**src/rtl/fifo_arb_pkg.sv**
```systemverilog
// rtl/fifo_arb_pkg.sv - shared FSM type and sizing constants for fifo_write_arbiter
package fifo_arb_pkg;

  typedef enum logic {
    ARB_IDLE    = 1'b0,
    ARB_GRANTED = 1'b1
  } arb_state_e;

  localparam int MAX_NUM_REQ = 8;
  localparam int BURST_CNT_W = $clog2(16) + 1;
  localparam int IDX_W       = $clog2(MAX_NUM_REQ);

endpackage

```
**src/rtl/rr_picker.sv**
```systemverilog
// rtl/rr_picker.sv - combinational round-robin winner search starting after last_i
module rr_picker
  import fifo_arb_pkg::*;
#(
  parameter int NUM_REQ = 4
) (
  input  logic [NUM_REQ-1:0] req_i,
  input  logic [IDX_W-1:0]   last_i,
  output logic [NUM_REQ-1:0] win_o,
  output logic [IDX_W-1:0]   idx_o,
  output logic               any_o
);

  // last_i itself is searched last, so a lone requester can re-win its own turn
  always_comb begin
    int   cand;
    logic found;
    win_o = '0;
    idx_o = '0;
    found = 1'b0;
    cand  = 0;
    for (int k = 1; k <= NUM_REQ; k++) begin
      cand = int'(last_i) + k;
      if (cand >= NUM_REQ) cand = cand - NUM_REQ;
      if (!found && req_i[cand]) begin
        found       = 1'b1;
        win_o[cand] = 1'b1;
        idx_o       = IDX_W'(cand);
      end
    end
    any_o = found;
  end

endmodule

```
**src/rtl/fifo_write_arbiter.sv**
```systemverilog
// rtl/fifo_write_arbiter.sv - round-robin arbiter for the aFifo write port
// Optional burst mode: define FIFO_ARB_BURST_EN to hold a grant for up to MAX_BURST words.
module fifo_write_arbiter
  import fifo_arb_pkg::*;
#(
  parameter int NUM_REQ    = 4,
  parameter int DATA_WIDTH = 8,
  parameter int MAX_BURST  = 4
) (
  input  logic                          CLKIN,
  input  logic                          Clear_in,
  input  logic [NUM_REQ-1:0]            Req_in,
  input  logic [NUM_REQ*DATA_WIDTH-1:0] Data_in,
  output logic [NUM_REQ-1:0]            Ack_out,
  output logic [NUM_REQ-1:0]            Grant_out,
  input  logic                          FifoFull_in,
  output logic [DATA_WIDTH-1:0]         FifoData_out,
  output logic                          FifoWriteEn_out
);

  if (NUM_REQ < 2 || NUM_REQ > MAX_NUM_REQ) begin : g_bad_num_req
    $error("fifo_write_arbiter: NUM_REQ out of range");
  end
  if (MAX_BURST < 1 || MAX_BURST > (1 << (BURST_CNT_W - 1))) begin : g_bad_max_burst
    $error("fifo_write_arbiter: MAX_BURST out of range");
  end

  arb_state_e         state_q, state_d;
  logic [NUM_REQ-1:0] grant_q, grant_d;
  logic [IDX_W-1:0]   gidx_q, gidx_d;
  logic [IDX_W-1:0]   last_q, last_d;

  logic               xfer_ok;
  logic [NUM_REQ-1:0] ack_w;
  logic               accepted;
  logic               req_g;
  logic               burst_done;
  logic               release_g;
  logic [IDX_W-1:0]   pick_last;
  logic [NUM_REQ-1:0] pick_win;
  logic [IDX_W-1:0]   pick_idx;
  logic               pick_any;

  assign xfer_ok   = ~FifoFull_in & ~Clear_in;
  assign ack_w     = grant_q & Req_in & {NUM_REQ{xfer_ok}};
  assign accepted  = |ack_w;
  assign req_g     = |(grant_q & Req_in);
  assign release_g = (state_q == ARB_GRANTED) && (!req_g || burst_done);
  // On release the pointer moves to the current grant before the search
  assign pick_last = (state_q == ARB_GRANTED) ? gidx_q : last_q;

`ifdef FIFO_ARB_BURST_EN
  logic [BURST_CNT_W-1:0] cnt_q, cnt_d;

  assign burst_done = accepted && (cnt_q == BURST_CNT_W'(MAX_BURST - 1));

  always_comb begin
    cnt_d = cnt_q;
    if (state_q == ARB_IDLE || release_g) begin
      cnt_d = '0;
    end else if (accepted) begin
      cnt_d = cnt_q + 1'b1;
    end
  end

  always_ff @(posedge CLKIN) begin
    if (Clear_in) begin
      cnt_q <= '0;
    end else begin
      cnt_q <= cnt_d;
    end
  end
`else
  assign burst_done = accepted;
`endif

  rr_picker #(
    .NUM_REQ(NUM_REQ)
  ) u_picker (
    .req_i (Req_in),
    .last_i(pick_last),
    .win_o (pick_win),
    .idx_o (pick_idx),
    .any_o (pick_any)
  );

  always_ff @(posedge CLKIN) begin
    if (Clear_in) begin
      state_q <= ARB_IDLE;
      grant_q <= '0;
      gidx_q  <= '0;
      last_q  <= IDX_W'(NUM_REQ - 1);
    end else begin
      state_q <= state_d;
      grant_q <= grant_d;
      gidx_q  <= gidx_d;
      last_q  <= last_d;
    end
  end

  always_comb begin
    state_d = state_q;
    grant_d = grant_q;
    gidx_d  = gidx_q;
    last_d  = last_q;
    case (state_q)
      ARB_IDLE: begin
        if (pick_any) begin
          state_d = ARB_GRANTED;
          grant_d = pick_win;
          gidx_d  = pick_idx;
        end
      end
      ARB_GRANTED: begin
        if (release_g) begin
          last_d = gidx_q;
          if (pick_any) begin
            grant_d = pick_win;
            gidx_d  = pick_idx;
          end else begin
            state_d = ARB_IDLE;
            grant_d = '0;
          end
        end
      end
      default: begin
        state_d = ARB_IDLE;
        grant_d = '0;
      end
    endcase
  end

  always_comb begin
    logic [DATA_WIDTH-1:0] data_mux;
    data_mux = '0;
    for (int i = 0; i < NUM_REQ; i++) begin
      if (grant_q[i]) data_mux = data_mux | Data_in[i*DATA_WIDTH +: DATA_WIDTH];
    end
    Ack_out         = ack_w;
    FifoWriteEn_out = accepted;
    Grant_out       = grant_q;
    FifoData_out    = data_mux;
  end

endmodule
```
**config.mk**
```make
export PLATFORM = sky130hd
export DESIGN_NAME = fifo_write_arbiter
export DESIGN_NICKNAME = d
export VERILOG_FILES = /design/src/rtl/fifo_arb_pkg.sv /design/src/rtl/rr_picker.sv /design/src/rtl/fifo_write_arbiter.sv
export SDC_FILE = /design/constraint.sdc
export NUM_CORES = 1
export LEC_CHECK = 0
export ABC_AREA = 1
export CAP_MARGIN = 20
export CELL_PAD_IN_SITES_DETAIL_PLACEMENT = 0
export CELL_PAD_IN_SITES_GLOBAL_PLACEMENT = 1
export CORE_AREA = 2 2 83 65
export CTS_CLUSTER_DIAMETER = 40
export CTS_CLUSTER_SIZE = 10
export DETAILED_ROUTE_END_ITERATION = 8
export DIE_AREA = 0 0 85 67
export GPL_TIMING_DRIVEN = 0
export HOLD_SLACK_MARGIN = 0.03
export PLACE_DENSITY = 0.91
export RECOVER_POWER = 50
export SYNTH_ARGS = -nofsm -noshare
export SYNTH_HDL_FRONTEND = slang
export SYNTH_HIERARCHICAL = 1
export SYNTH_SLANG_ARGS = --single-unit
```
**constraint.sdc**
```tcl
create_clock -name CLKIN -period 9 [get_ports CLKIN]
set_clock_uncertainty 0.1 [all_clocks]
set_input_delay 2.7 -clock CLKIN [delete_from_list [all_inputs] [get_ports CLKIN]]
set_output_delay 2.7 -clock CLKIN [all_outputs]
set_load 0.02 [all_outputs]
```
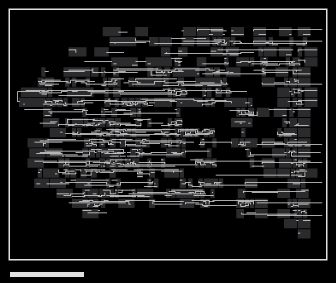
Figure 1: M1 wires.
Scale bar: 20 µm.
nets with wire on the layer	283
share of all routed wire	50%
main direction	horizontal
wire length on this layer	2,150 µm
longest straight run	31.7 µm

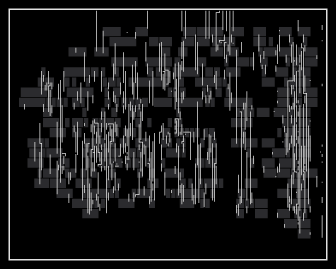
Figure 2: metal 2.
wire length on this layer	1,720 µm
main direction	vertical
nets with wire on the layer	262
share of all routed wire	40%
longest straight run	28.2 µm

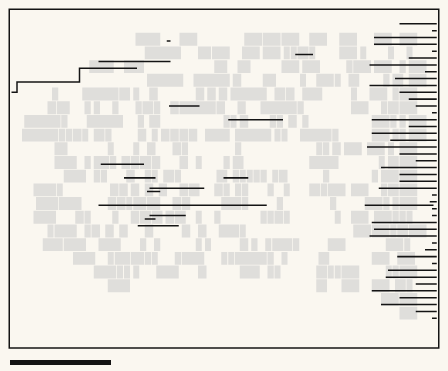
Figure 3: M3 wires.
Scale bar: 20 µm.
wire length on this layer	459 µm
longest straight run	33.1 µm
main direction	horizontal
nets with wire on the layer	56

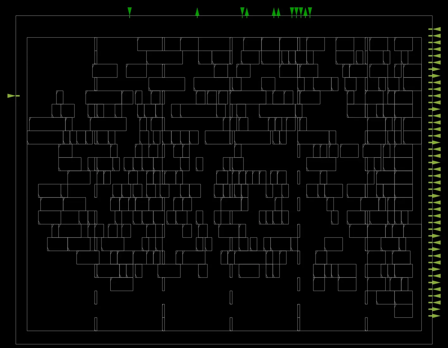
Figure 4: cell outlines without signal wires.
num rows: 22
final core occ: 44.2%
final non-filler cell total: 359
tap cells: 60

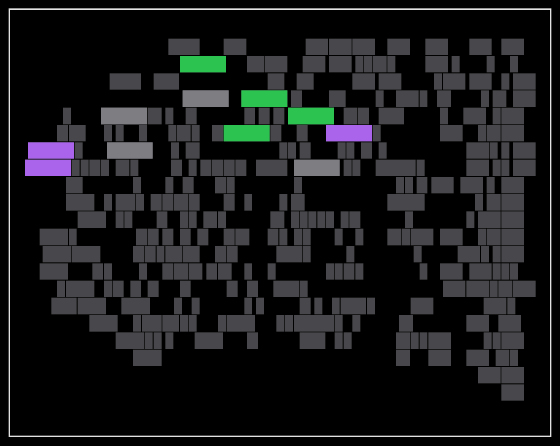
Figure 5: sequential cells coloured by netlist name.
name in the netlist	colour	sequential cells
Grant_out	green	4
last_q	purple	3
not coloured	4

==> reports/metrics.cfg <==
[status]
outcome = completed

[global_route]
grt_usage_pct = 15.3
grt_pass1_vias = 1478
use_met1_pct = 22.4
busiest_layer = met2
met3_usage_pct = 4.21
antenna_found_initial = 0
gr-total-overflow = 0

[floorplanning]
placeableCoreArea_um2 = 4820
die_width_um = 85

[synth]
ys_cells = 241
synthTopCellsByCount = nand2_1 (71), nand3_1 (27), inv_1 (23)
synth.avg_cell_area_um2 = 6.26
yosys-stat-area_um2 = 1510
top_cell = nand2_1
syn_inst = 241
edf_count = 0
yosys.cell_types.count = 25
async_reset_ff_share_pct = 0

[pwr]
power_uw = 699

[cells_and_area]
signal_buffers = 63
lay_top_count = nand2_1
largest_class = combinational gates
flop-count = 11
nMultiInputCombCells = 193
fill_cells = 520
regArea_um2 = 220
buf_share_pct = 28.7
fin_area_um2 = 2130
antennaDiodeCount = 0
fin_nets = 353
nClkBuffers = 4

[setup_path]
cp.depth = 6
slowest_stage = clkdlybuf4s50_1
reg2reg_from = state_q
timing.rr.end = Grant_out[3]
worst-path-max-fanout = 3
cp_slowest_stage_delay_ns = 0.63
crit_path_frequent_cell = nand2_1
required_ns = 6.20
regToRegSetupSlack_ns = 4.78
worstSetupEndpoint = FifoWriteEn_out
arrival_ns = 4.34
path_buffers = 3
startpoint_type = primary input
worstSetupStartpoint = Req_in[2]

[route]
wl_met2_mm = 1.72
dr_wl_met3_um = 458
drc = 0

[clocking]
post_cts_buffers = 0
cts_buffers = 3
cts-hold-fix-buffers = 0
cts_resized = 0
cts_max_level = 1
clock_tree.root_cell = clkbuf_8

[final_timing]
slew_violations = 0
final-hold-violation-count = 0
final.min_clock_period_ns = 7.14
hold_ws_ns = 0.365

[place]
place.gp.congestion = 0.796
place_area_um2 = 2120
hpwlAfterDp_mm = 3.44
io_buffer_count = 54

[flow_run]
cap_violations = 0
warnings = 37

[worst_hold_path]
hold_path.class = reg -> reg
hold_start = last_q[2]

## power breakdown
| group | switching [mW] | total (mW) | leakage [nW] | internal [mW] |
|---|---|---|---|---|
| combinational | 0.367 | 0.576 | 0.863 | 0.209 |
| clock | 0.0185 | 0.0496 | 0.0228 | 0.0311 |
| sequential | 0.00875 | 0.0734 | 0.0908 | 0.0646 |
## logic make-up after synthesis
family	share of synthesized area, %
buf+inv	12.4
flops	14.6
fa+ha+maj	11.6
xor+xnor	1.16
compound gates	9.87
simple gates	50.3
## sequential cells by signal, summed over array words and instances, names as in the netlist
| register | cells |
|---|---|
| last_q | 3 |
| gidx_q | 3 |
| Grant_out | 4 |
| state_q | 1 |
Power figures rest on the tool's default switching activity, not on a simulated workload.
